## src/rtl/spi_adc_pkg.sv

```systemverilog
// spi_adc_pkg: shared state encoding and frame-format constants for the SPI ADC link
package spi_adc_pkg;
  typedef enum logic [1:0] {IDLE, LOAD, SHIFT, DONE} state_e;
  localparam int DEF_DATA_W = 12;
  localparam int DEF_LEAD_ZEROS = 4;
  localparam int DEF_FRAME_BITS = DEF_DATA_W + DEF_LEAD_ZEROS;
  localparam int DEF_SYNC_STAGES = 2;
  localparam int MIN_CS_SETUP_CLKS = DEF_SYNC_STAGES + 2;
endpackage

```

## src/rtl/spi_in_sync.sv

```systemverilog
// spi_in_sync: N-stage input synchronizer with rise/fall pulses decoded from flops only
module spi_in_sync #(
  parameter int   STAGES = 2,
  parameter logic INIT   = 1'b0
) (
  input  logic clk,
  input  logic reset,
  input  logic d_i,
  output logic sync_o,
  output logic rise_o,
  output logic fall_o
);
  logic [STAGES-1:0] sync_q;
  logic              dly_q;
  // synchronizer chain plus a one-cycle-delayed copy of its last stage for edge detection
  always_ff @(posedge clk or negedge reset)
    if (!reset) begin
      sync_q <= {STAGES{INIT}};
      dly_q  <= INIT;
    end else begin
      sync_q <= {sync_q[STAGES-2:0], d_i};
      dly_q  <= sync_q[STAGES-1];
    end
  assign sync_o = sync_q[STAGES-1];
  assign rise_o = sync_o & ~dly_q;
  assign fall_o = ~sync_o & dly_q;
endmodule

```

## src/rtl/spi_adc_responder.sv

```systemverilog
// spi_adc_responder: SPI mode-0 responder emulating a 12-bit ADC frame source
module spi_adc_responder
  import spi_adc_pkg::*;
#(
  parameter int  DATA_W      = DEF_DATA_W,
  parameter int  LEAD_ZEROS  = DEF_LEAD_ZEROS,
  parameter int  SYNC_STAGES = DEF_SYNC_STAGES,
  localparam int FRAME_BITS  = DATA_W + LEAD_ZEROS
) (
  input  logic                  clk,
  input  logic                  reset,
  input  logic [DATA_W-1:0]     sample_data,
  input  logic                  sample_valid,
  input  logic                  SCK,
  input  logic                  CS,
  input  logic                  MOSI,
  output logic                  MISO,
  output logic                  miso_oe,
  output logic [FRAME_BITS-1:0] rx_data,
  output logic                  rx_valid,
  output logic                  frame_err,
  output logic                  busy
);
  localparam int CW = $clog2(FRAME_BITS + 2);
  localparam logic [CW-1:0] CNT_FULL = CW'(FRAME_BITS);
  localparam logic [CW-1:0] CNT_SAT = CW'(FRAME_BITS + 1);

  logic sck_sync, sck_rise, sck_fall, cs_sync, cs_rise, cs_fall, mosi_s;
  logic [SYNC_STAGES-1:0] mosi_q;
  logic [SYNC_STAGES:0]   settle_q, settle_d;
  logic                   armed_q, armed_d;
  state_e                 state_q, state_d;
  logic [DATA_W-1:0]      hold_q, hold_d;
  logic [FRAME_BITS-1:0]  tx_q, tx_d, rx_q, rx_d, rx_data_q, rx_data_d;
  logic [CW-1:0]          cnt_q, cnt_d;
  logic                   miso_q, miso_d, oe_q, oe_d, rx_valid_q, rx_valid_d, frame_err_q, frame_err_d;

  spi_in_sync #(.STAGES(SYNC_STAGES), .INIT(1'b0)) u_sck_sync (
    .clk(clk), .reset(reset), .d_i(SCK), .sync_o(sck_sync), .rise_o(sck_rise), .fall_o(sck_fall)
  );
  spi_in_sync #(.STAGES(SYNC_STAGES), .INIT(1'b1)) u_cs_sync (
    .clk(clk), .reset(reset), .d_i(CS), .sync_o(cs_sync), .rise_o(cs_rise), .fall_o(cs_fall)
  );

  assign mosi_s = mosi_q[SYNC_STAGES-1];

  // state and datapath registers; reset aborts any frame without a status pulse
  always_ff @(posedge clk or negedge reset)
    if (!reset) begin
      mosi_q      <= '0;
      settle_q    <= '0;
      armed_q     <= 1'b0;
      state_q     <= IDLE;
      hold_q      <= '0;
      tx_q        <= '0;
      rx_q        <= '0;
      cnt_q       <= '0;
      miso_q      <= 1'b0;
      oe_q        <= 1'b0;
      rx_data_q   <= '0;
      rx_valid_q  <= 1'b0;
      frame_err_q <= 1'b0;
    end else begin
      mosi_q      <= {mosi_q[SYNC_STAGES-2:0], MOSI};
      settle_q    <= settle_d;
      armed_q     <= armed_d;
      state_q     <= state_d;
      hold_q      <= hold_d;
      tx_q        <= tx_d;
      rx_q        <= rx_d;
      cnt_q       <= cnt_d;
      miso_q      <= miso_d;
      oe_q        <= oe_d;
      rx_data_q   <= rx_data_d;
      rx_valid_q  <= rx_valid_d;
      frame_err_q <= frame_err_d;
    end

  // next state; a CS fall is only trusted once the synchronized bus has been seen idle
  // (CS high, SCK low) after reset, so a CS held low through reset is ignored
  always_comb begin
    settle_d    = {settle_q[SYNC_STAGES-1:0], 1'b1};
    armed_d     = armed_q | (settle_q[SYNC_STAGES] & cs_sync & ~sck_sync);
    state_d     = state_q;
    hold_d      = sample_valid ? sample_data : hold_q;
    tx_d        = tx_q;
    rx_d        = rx_q;
    cnt_d       = cnt_q;
    miso_d      = miso_q;
    oe_d        = oe_q;
    rx_data_d   = rx_data_q;
    rx_valid_d  = 1'b0;
    frame_err_d = 1'b0;
    case (state_q)
      IDLE: state_d = (armed_q && cs_fall) ? LOAD : IDLE;
      LOAD: begin
        tx_d    = {{LEAD_ZEROS{1'b0}}, hold_q};
        miso_d  = tx_d[FRAME_BITS-1];
        oe_d    = 1'b1;
        cnt_d   = '0;
        rx_d    = '0;
        state_d = SHIFT;
      end
      SHIFT: begin
        if (sck_rise) begin
          rx_d  = {rx_q[FRAME_BITS-2:0], mosi_s};
          cnt_d = (cnt_q == CNT_SAT) ? cnt_q : cnt_q + 1'b1;
        end
        if (sck_fall) begin
          tx_d   = tx_q << 1;
          miso_d = (cnt_q >= CNT_FULL) ? 1'b0 : tx_d[FRAME_BITS-1];
        end
        state_d = cs_rise ? DONE : SHIFT;
      end
      DONE: begin
        rx_valid_d  = (cnt_q == CNT_FULL);
        frame_err_d = (cnt_q != CNT_FULL);
        rx_data_d   = (cnt_q == CNT_FULL) ? rx_q : rx_data_q;
        miso_d      = 1'b0;
        oe_d        = 1'b0;
        state_d     = IDLE;
      end
      default: state_d = IDLE;
    endcase
  end

  assign MISO      = miso_q;
  assign miso_oe   = oe_q;
  assign rx_data   = rx_data_q;
  assign rx_valid  = rx_valid_q;
  assign frame_err = frame_err_q;
  assign busy      = (state_q == LOAD) || (state_q == SHIFT);
endmodule
```

## config.mk

```make
export PLATFORM = sky130hd
export DESIGN_NAME = spi_adc_responder
export DESIGN_NICKNAME = d
export VERILOG_FILES = /design/src/rtl/spi_adc_pkg.sv /design/src/rtl/spi_in_sync.sv /design/src/rtl/spi_adc_responder.sv
export SDC_FILE = /design/constraint.sdc
export NUM_CORES = 1
export LEC_CHECK = 0
export ABC_CLOCK_PERIOD_IN_PS = 2040
export CAP_MARGIN = 15
export CORE_ASPECT_RATIO = 1.75
export CORE_MARGIN = 8
export CORE_UTILIZATION = 45
export CTS_CLUSTER_SIZE = 8
export DETAILED_ROUTE_END_ITERATION = 7
export GPL_TIMING_DRIVEN = 0
export PLACE_DENSITY = 0.66
export SETUP_SLACK_MARGIN = 0.02
export SYNTH_ARGS = -nofsm -noshare
export SYNTH_HDL_FRONTEND = slang
export SYNTH_SLANG_ARGS = --single-unit
```

## constraint.sdc

```tcl
create_clock -name clk -period 2.04 [get_ports clk]
set_input_delay 0.612 -clock clk [delete_from_list [all_inputs] [get_ports clk]]
set_output_delay 0.612 -clock clk [all_outputs]
set_load 0.02 [all_outputs]
```

**Run 1: cells coloured by class**

Fill, decap, tap and diode cells in grey.
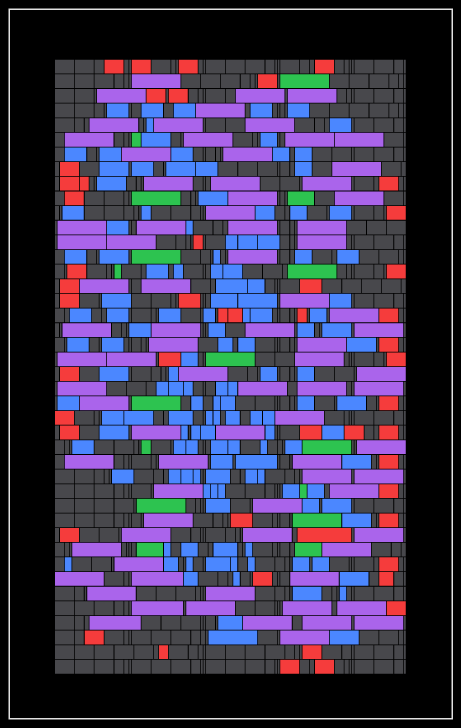
- all other logic: blue (cells 138)
- clock drivers and dummy loads: green (cells 16)
- other buffers and delay cells: red (cells 49)
- flip-flops: purple (cells 82)

**Run 1: the clock network**

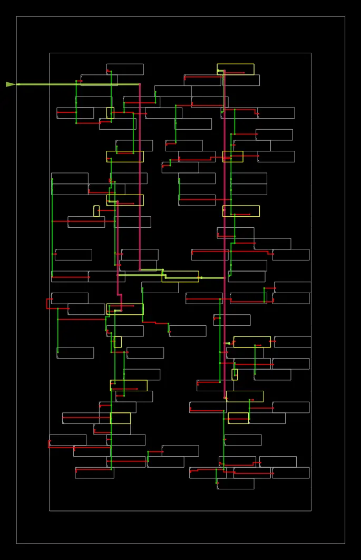
sequential cell count of the final layout: 82
final clock skew: 0.004599 ns
total of clock buffers placed in the layout: 14

==> report_table.html, run 1 <==
<p>Metrics extracted from the flow reports.</p>
<table>
<tr><th>Metric</th><th>Value</th></tr>
<tr><th colspan="2">Final layout</th></tr>
<tr><td>Clock-cell share</td><td>0.06698</td></tr>
<tr><td>Sequential cell area</td><td>0.002056 mm2</td></tr>
<tr><td>Fraction of layout cells with a size suffix above 1</td><td>0.3018</td></tr>
<tr><td>Share of the final layout cell area in multi-input gates</td><td>0.3010</td></tr>
<tr><td>Design Area, Final</td><td>0.004240 mm2</td></tr>
<tr><td>Area overhead of the layout relative to synthesis</td><td>23.51%</td></tr>
<tr><td># fillers</td><td>634</td></tr>
<tr><td>Number of combinational gates with multiple inputs</td><td>130</td></tr>
<tr><td>Final cell count without fillers</td><td>373</td></tr>
<tr><td>Share of the core filled with cells in the final layout</td><td>0.5682</td></tr>
<tr><td>Dominant kind of cell by area</td><td>sequential cells</td></tr>
<tr><td>Logic cell area</td><td>0.001276 mm2</td></tr>
<tr><td>Top cell excl fill/tap</td><td>dfrtp_1</td></tr>
<tr><td>Buffer share of cell area</td><td>0.1142</td></tr>
<tr><td>Layout inverter count without the clock tree</td><td>8</td></tr>
<tr><td>Post-layout net count</td><td>305</td></tr>
<tr><th colspan="2">Setup path</th></tr>
<tr><td>Worst Setup Path Type</td><td>reg -&gt; out</td></tr>
<tr><td>Critical-path cell with the highest stage delay</td><td>clkdlybuf4s50_1</td></tr>
<tr><td>Worst EP arrival</td><td>1.32 ns</td></tr>
<tr><td>Instance count on the critical path</td><td>1</td></tr>
<tr><td>Cell Chain, Critical Path</td><td>clkdlybuf4s50_1</td></tr>
<tr><td>Category of the worst setup path capture point</td><td>output port</td></tr>
<tr><td>Startpoint Class</td><td>flip-flop</td></tr>
<tr><td>Buf+Inv Stages, Crit Path</td><td>1</td></tr>
<tr><td>Worst path top cell family by delay</td><td>buffers and inverters</td></tr>
<tr><td>Max incr delay on CP</td><td>0.62 ns</td></tr>
<tr><th colspan="2">Power and ir drop</th></tr>
<tr><td>Final total power</td><td>4993 uW</td></tr>
<tr><th colspan="2">Global routing</th></tr>
<tr><td>Met3 track utilization from global routing</td><td>0.02186</td></tr>
<tr><td>First-pass GRT wire length</td><td>10380 um</td></tr>
<tr><td>Remaining global-route overflow</td><td>0</td></tr>
<tr><td>M1 GR Usage</td><td>0.1376</td></tr>
<tr><td>Vias in the first global route</td><td>2235</td></tr>
<tr><td>Global-route usage over all layers</td><td>0.1218</td></tr>
<tr><th colspan="2">Die</th></tr>
<tr><td>Die Wd</td><td>82.03 um</td></tr>
<tr><td>Cell row count</td><td>42</td></tr>
<tr><td>Count of boundary I/O pins</td><td>39</td></tr>
<tr><td>Core box area</td><td>0.007462 mm2</td></tr>
<tr><td>Die Ht</td><td>131.6 um</td></tr>
<tr><td># Taps</td><td>88</td></tr>
<tr><th colspan="2">Synth</th></tr>
<tr><td>Cell count in the Yosys report</td><td>230</td></tr>
<tr><td>Synthesized instance count</td><td>230</td></tr>
<tr><td>Number of enable flip-flop cells</td><td>0</td></tr>
<tr><td>Yosys stat area</td><td>0.003433 mm2</td></tr>
<tr><td>Predominant post-synthesis flop cell</td><td>dfrtp_1</td></tr>
<tr><td>Mean area per synthesized cell</td><td>14.93 um2</td></tr>
<tr><td>Total of warnings raised by yosys</td><td>0</td></tr>
<tr><td>Register share after synthesis</td><td>0.5988</td></tr>
<tr><td>Distinct cell type count of the synthesized netlist</td><td>38</td></tr>
<tr><td>Area of the mapped netlist</td><td>0.003433 mm2</td></tr>
<tr><td>Top cells by area in the synthesized netlist</td><td>dfrtp_1 (58%), mux2_2 (10%), mux2_4 (8.3%), a22o_1 (4.6%), ha_1 (2.6%)</td></tr>
<tr><td>Async set-reset flop share out of synthesis</td><td>1.000</td></tr>
<tr><th colspan="2">Routing</th></tr>
<tr><td>Routed vias/inst</td><td>5.327</td></tr>
<tr><td>Iteration tally of the first detailed-router pass</td><td>4</td></tr>
<tr><td>Number of design rule violations left after detail routing</td><td>0</td></tr>
<tr><td>Routed len/inst</td><td>15.79 um</td></tr>
<tr><td>Total number of vias</td><td>1987</td></tr>
<tr><td>Final wirelength</td><td>5891 um</td></tr>
<tr><td>DRC marker count from the first detailed-route iteration</td><td>77</td></tr>
<tr><td>Post-detailed-route count of antenna-violating nets</td><td>0</td></tr>
<tr><th colspan="2">Placed design</th></tr>
<tr><td>Cell total after placement</td><td>357</td></tr>
<tr><td>Placed inst area</td><td>0.003949 mm2</td></tr>
<tr><td>IO buf count</td><td>38</td></tr>
<tr><td>Worst Setup Slack post-DPL</td><td>-0.1210 ns</td></tr>
<tr><th colspan="2">Hold path</th></tr>
<tr><td>Hold Crit Class</td><td>in -&gt; async</td></tr>
<tr><th colspan="2">Clocking</th></tr>
<tr><td>Number of levels in the clock H-tree</td><td>3</td></tr>
<tr><td>Worst-skew pair later-pin latency</td><td>0.33 ns</td></tr>
<tr><td>Root Buffer Master</td><td>clkbuf_16</td></tr>
<tr><td>CTS Buf Count</td><td>9</td></tr>
<tr><td>Worst-path clk slew</td><td>0.06 ns</td></tr>
<tr><td>Number of hold-repair buffers added at the cts stage</td><td>0</td></tr>
<tr><td>CTS tree</td><td>built</td></tr>
<tr><td>Sink count of the clock tree</td><td>82</td></tr>
<tr><th colspan="2">Final timing</th></tr>
<tr><td>WHS</td><td>0.1757 ns</td></tr>
<tr><td>Final hold violation count</td><td>0</td></tr>
<tr><td>Final Cycle Share</td><td>0.9475</td></tr>
<tr><td>Setup TNS</td><td>0 ns</td></tr>
<tr><td>Setup slack of the critical path after layout</td><td>0.1071 ns</td></tr>
<tr><td>Final number of max-transition violations</td><td>0</td></tr>
<tr><td>Final setup violating endpoints</td><td>0</td></tr>
<tr><td>Achievable clock frequency</td><td>0.5174 GHz</td></tr>
<tr><td>Minimum clock period</td><td>1.933 ns</td></tr>
<tr><td>RSZ-0062 raised after global routing</td><td>no</td></tr>
<tr><th colspan="2">Run status</th></tr>
<tr><td>Outcome</td><td>completed</td></tr>
<tr><th colspan="2">Job</th></tr>
<tr><td>Maximum Capacitance Violations</td><td>0</td></tr>
<tr><td>OpenROAD warnings</td><td>31</td></tr>
</table>
**Run 1: clock wires, drivers and flops**

The bar under the picture is 20 um long.
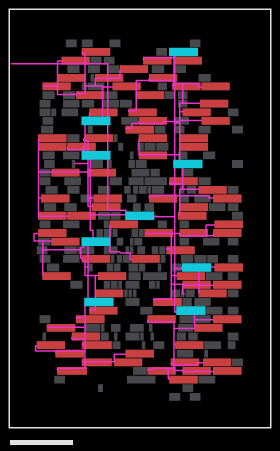
- cells driving clock nets: cyan (count 9)
- flip-flops: red (count 82)
- clock wires: magenta (length 975 um)
- routed clock nets: 10

**Run 1: routed metal, one colour a layer**

The bar under the picture is 20 um long. Two of the layers only.
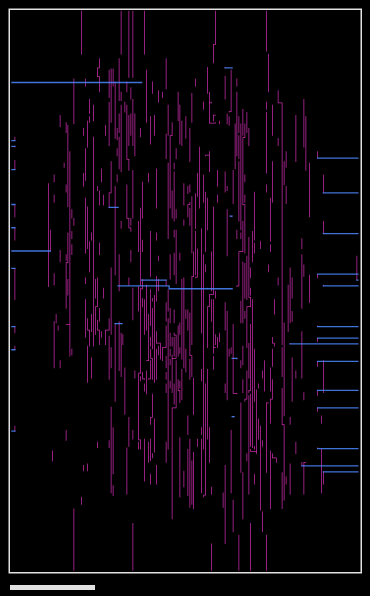
- met3: blue (wire length 222 um)
- met2: magenta (wire length 3110 um)

[run 1: what timing repair did]
action                                  in CTS  in global routing
resized                                      6                  0
endpoints found under the hold margin        0                  0
endpoints found under the setup margin       1                  0
[run 1: worst reg2reg max path, stage by stage, from the launching register on]
cell	delay, ns
dfrtp_1	0.40
inv_1	0.12
ha_1	0.32
nor2b_4	0.29
a21oi_4	0.05
buf_6	0.16
mux2_4	0.30
[run 1: final timing paths]
kind                                 startpoint              endpoint  slack, ns
hold reg to reg            u_sck_sync.sync_q[0]  u_sck_sync.sync_q[1]       0.35
min in group clk           u_sck_sync.sync_q[0]  u_sck_sync.sync_q[1]       0.35
setup reg to reg                     state_q[1]               tx_q[7]       0.26
hold / removal                            reset              rx_valid       0.18
max in group asynchronous                 reset               tx_q[9]       1.28
setup / recovery                           MISO                  MISO       0.11
[run 1: where the power goes]
part	switching (uW)	internal, uW
registers	194	1920
clock network	593	920
logic	625	745
total	1410	3580
[run 1: metal layers]
metal	part of all wire	vias to the layer above
met1	0.41	1023
met3	0.038	10
met4	0.026	0
met2	0.53	33
li1	-	921
met5	0	-
[run 1: Yosys cell counts (2+ instances only)]
cell,number
dfstp_2,3
dfrtp_1,79
o22ai_1,3
nand3_1,3
nand2_1,9
mux2i_1,3
o211ai_1,2
ha_1,7
nand2b_1,5
mux2_2,31
o21ai_0,3
inv_1,8
a22o_1,18
nand4b_1,3
buf_6,5
nor2_1,4
mux2_4,19
buf_2,4
a31oi_1,2
[run 1: cell families after synthesis]
| logic type | count (synthesis) | synth area share |
|---|---|---|
| compound gates | 33 | 0.07689 |
| flops | 82 | 0.5988 |
| simple gates | 36 | 0.07107 |
| mux | 53 | 0.1935 |
| other cells | 1 | 0.001092 |
| fa+ha+maj | 7 | 0.02551 |
| buf+inv | 18 | 0.03316 |
==> inputs of run 2 (changes only) <==
CAP_MARGIN = default   (was 15)
**Run 2: cells coloured by class**

Fill, decap, tap and diode cells in grey.
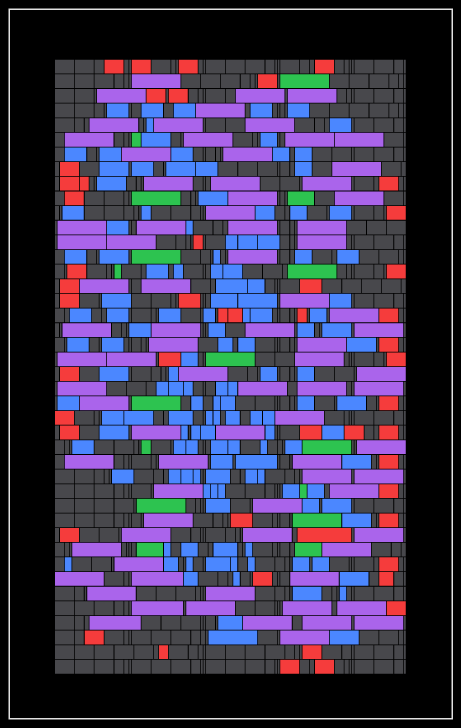
- all other logic: blue (cells 138)
- clock drivers and dummy loads: green (cells 16)
- other buffers and delay cells: red (cells 49)
- flip-flops: purple (cells 82)

**Run 2: where the registers sit**

The bar under the picture is 20 um long.
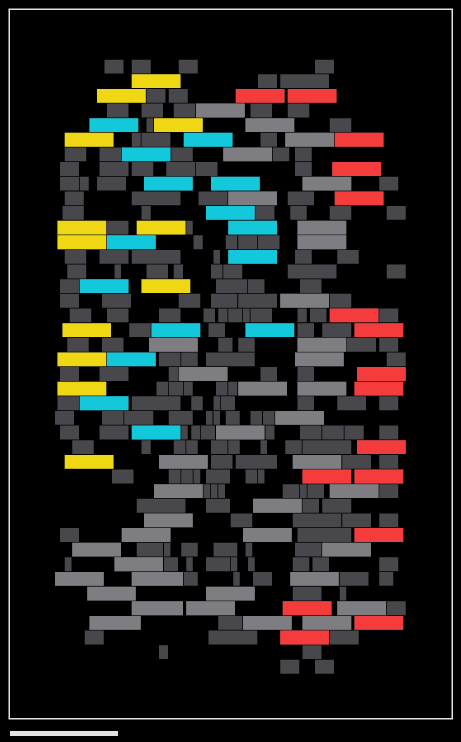
- `rx_data`: red (sequential cells 16)
- `hold_q`: yellow (sequential cells 12)
- `tx_q`: cyan (sequential cells 15)

==> report_table.html, run 2 <==
<p>Metrics extracted from the flow reports.</p>
<table>
<tr><th>Metric</th><th>Value</th></tr>
<tr><th colspan="2">Synth</th></tr>
<tr><td>Total of warnings raised by yosys</td><td>0</td></tr>
<tr><td>Predominant post-synthesis flop cell</td><td>dfrtp_1</td></tr>
<tr><td>Area of the mapped netlist</td><td>0.003433 mm2</td></tr>
<tr><td>Register share after synthesis</td><td>0.5988</td></tr>
<tr><td>Number of enable flip-flop cells</td><td>0</td></tr>
<tr><td>Top cells by area in the synthesized netlist</td><td>dfrtp_1 (58%), mux2_2 (10%), mux2_4 (8.3%), a22o_1 (4.6%), ha_1 (2.6%)</td></tr>
<tr><td>Number of synthesized register bits</td><td>82</td></tr>
<tr><td>Distinct cell type count of the synthesized netlist</td><td>38</td></tr>
<tr><td>Mean area per synthesized cell</td><td>14.93 um2</td></tr>
<tr><td>Async set-reset flop share out of synthesis</td><td>1.000</td></tr>
<tr><td>Leading cell type by number of instances after synthesis</td><td>dfrtp_1</td></tr>
<tr><td>Most common library cells after synthesis</td><td>dfrtp_1 (79), mux2_2 (31), mux2_4 (19)</td></tr>
<tr><td>Synthesized instance count</td><td>230</td></tr>
<tr><td>Cell taking the most area after synthesis</td><td>dfrtp_1</td></tr>
<tr><td>Yosys stat area</td><td>0.003433 mm2</td></tr>
<tr><td>Cell count in the Yosys report</td><td>230</td></tr>
<tr><th colspan="2">Power and ir drop</th></tr>
<tr><td>Clk network pwr share</td><td>0.303</td></tr>
<tr><td>Sw Share</td><td>0.2826</td></tr>
<tr><td>Share of total power in combinational logic</td><td>0.274</td></tr>
<tr><td>Internal power summed over all cells</td><td>3582 uW</td></tr>
<tr><td>Sequential share of power</td><td>0.423</td></tr>
<tr><td>Final total power</td><td>4993 uW</td></tr>
<tr><th colspan="2">Setup path</th></tr>
<tr><td>Worst reg2reg endpoint</td><td>tx_q[7]</td></tr>
<tr><td>Cell Chain, Critical Path</td><td>clkdlybuf4s50_1</td></tr>
<tr><td>Beginning of the critical path</td><td>MISO</td></tr>
<tr><td>Register-to-register setup slack</td><td>0.26 ns</td></tr>
<tr><td>Critical-path cell with the highest stage delay</td><td>clkdlybuf4s50_1</td></tr>
<tr><td>Worst EP arrival</td><td>1.32 ns</td></tr>
<tr><td>Worst R2R Start</td><td>state_q[1]</td></tr>
<tr><td>End point of the critical path</td><td>MISO</td></tr>
<tr><td>Startpoint Class</td><td>flip-flop</td></tr>
<tr><td>Category of the worst setup path capture point</td><td>output port</td></tr>
<tr><td>Buf+Inv Stages, Crit Path</td><td>1</td></tr>
<tr><td>Worst Setup Path Type</td><td>reg -&gt; out</td></tr>
<tr><td>Instance count on the critical path</td><td>1</td></tr>
<tr><th colspan="2">Final layout</th></tr>
<tr><td>Dominant logic cell types in the final layout</td><td>dfrtp_1 (79), clkdlybuf4s50_1 (36), mux2_2 (31)</td></tr>
<tr><td>Fraction of layout cells with a size suffix above 1</td><td>0.3018</td></tr>
<tr><td>Area overhead of the layout relative to synthesis</td><td>23.51%</td></tr>
<tr><td>Design Area, Final</td><td>0.004240 mm2</td></tr>
<tr><td>Share of the core filled with cells in the final layout</td><td>0.5682</td></tr>
<tr><td>Final cell count without fillers</td><td>373</td></tr>
<tr><td>Top cell excl fill/tap</td><td>dfrtp_1</td></tr>
<tr><td>Post-layout net count</td><td>305</td></tr>
<tr><th colspan="2">Routing</th></tr>
<tr><td>Routed len/inst</td><td>15.79 um</td></tr>
<tr><td>Total number of vias</td><td>1987</td></tr>
<tr><td>Routed vias/inst</td><td>5.327</td></tr>
<tr><td>Post-detailed-route count of antenna-violating nets</td><td>0</td></tr>
<tr><td>Total routed wire length on the met1 layer</td><td>2404 um</td></tr>
<tr><td>Final wirelength</td><td>5891 um</td></tr>
<tr><td>Sum of met2 wire segment lengths after detailed routing</td><td>3109 um</td></tr>
<tr><td>DRC marker count from the first detailed-route iteration</td><td>77</td></tr>
<tr><td>Iteration tally of the first detailed-router pass</td><td>4</td></tr>
<tr><td>Number of design rule violations left after detail routing</td><td>0</td></tr>
<tr><td>Detail Route met3 WL</td><td>222 um</td></tr>
<tr><th colspan="2">Global routing</th></tr>
<tr><td>First-pass GRT wire length</td><td>10380 um</td></tr>
<tr><td>Vias in the first global route</td><td>2235</td></tr>
<tr><td>Global-route usage over all layers</td><td>0.1218</td></tr>
<tr><th colspan="2">Die</th></tr>
<tr><td>Count of boundary I/O pins</td><td>39</td></tr>
<tr><td>Cell row count</td><td>42</td></tr>
<tr><td>Core box area</td><td>0.007462 mm2</td></tr>
<tr><td>Die Ht</td><td>131.6 um</td></tr>
<tr><td>Total die size</td><td>0.01079 mm2</td></tr>
<tr><td>Die Wd</td><td>82.03 um</td></tr>
<tr><th colspan="2">Final timing</th></tr>
<tr><td>WHS</td><td>0.1757 ns</td></tr>
<tr><td>Setup TNS</td><td>0 ns</td></tr>
<tr><td>Final number of max-transition violations</td><td>0</td></tr>
<tr><td>Minimum clock period</td><td>1.933 ns</td></tr>
<tr><td>Setup slack of the critical path after layout</td><td>0.1071 ns</td></tr>
<tr><td>Final hold violation count</td><td>0</td></tr>
<tr><td>Final clock skew</td><td>0.004599 ns</td></tr>
<tr><td>Final Cycle Share</td><td>0.9475</td></tr>
<tr><td>RSZ-0062 raised after global routing</td><td>no</td></tr>
<tr><td>Final setup violating endpoints</td><td>0</td></tr>
<tr><td>Achievable clock frequency</td><td>0.5174 GHz</td></tr>
<tr><th colspan="2">Placed design</th></tr>
<tr><td>Placed inst area</td><td>0.003949 mm2</td></tr>
<tr><td>IO buf count</td><td>38</td></tr>
<tr><td>Cell total after placement</td><td>357</td></tr>
<tr><td>Worst Setup Slack post-DPL</td><td>-0.1210 ns</td></tr>
<tr><th colspan="2">Clocking</th></tr>
<tr><td>Root Buffer Master</td><td>clkbuf_16</td></tr>
<tr><td>Sink count of the clock tree</td><td>82</td></tr>
<tr><td>Worst-path clk slew</td><td>0.06 ns</td></tr>
<tr><td>CTS tree</td><td>built</td></tr>
<tr><td>Worst-skew pair later-pin latency</td><td>0.33 ns</td></tr>
<tr><td>CTS Buf Count</td><td>9</td></tr>
<tr><td>CTS resizes</td><td>6</td></tr>
<tr><td>Number of hold-repair buffers added at the cts stage</td><td>0</td></tr>
<tr><th colspan="2">Run status</th></tr>
<tr><td>Outcome</td><td>completed</td></tr>
<tr><th colspan="2">Hold path</th></tr>
<tr><td>Hold Crit Class</td><td>in -&gt; async</td></tr>
<tr><th colspan="2">Job</th></tr>
<tr><td>OpenROAD warnings</td><td>31</td></tr>
<tr><td>Maximum Capacitance Violations</td><td>0</td></tr>
</table>
-- run 2: cell counts after synthesis --
No cell type changed its count.
-- run 2: logic make-up after synthesis --
kind of cell | share of synthesized area
AOI/OAI and AO/OA | 0.07689
other | 0.001092
and+or+nand+nor | 0.07107
DFF | 0.5988
buffers and inverters | 0.03316
muxes | 0.1935
adders and majority gates | 0.02551
-- run 2: metal layers --
layer	global-route usage	up-vias
li1	-	921
met5	0	-
met2	0.1985	33
met1	0.1376	1023
met3	0.02186	10
met4	0.08153	0
-- run 2: cell type report --
class,count,area [um2]
Clock inverter,2,10.01
Inverter,8,30.03
Timing Repair Buffer,39,400.4
Multi-Input combinational cell,130,1276
Buffer,10,83.83
Tap cell,88,110.1
Fill cell,634,3222
Sequential cell,82,2056
Clock buffer,14,274.0
-- run 2: power by group through the flow --
stage | sequential [uW] | combinational, uW | clock [uW]
final | 2110 | 1370 | 1510
after global routing | 2150 | 1500 | 1600
after CTS | 2110 | 1390 | 1550
after detailed placement | 2140 | 1360 | 0
after global placement | 2130 | 1320 | 0
after floorplan | 2110 | 1010 | 0
-- run 2: how the worst min path moves through the flow --
stage,start,slack [ns],end,cells after the start
floorplan,reset,0.32,MISO,0
global placement,u_sck_sync.sync_q[0],0.33,u_sck_sync.sync_q[1],0
detailed placement,u_sck_sync.sync_q[0],0.34,u_sck_sync.sync_q[1],0
CTS,reset,0.18,rx_q[11],1
global route,reset,0.20,state_q[0],1
finish,reset,0.18,rx_valid,1
-- run 2: worst register-to-register path: cells and delay by family, from the launching register on --
family	cells	cell delay, ns
AND/OR/NAND/NOR	1	0.29
adder cells (fa/ha/maj)	1	0.32
multiplexers	1	0.30
buffers and inverters	2	0.28
flip-flops	1	0.40
AND-OR/OR-AND	1	0.05
Power and IR drop assume default switching activity.
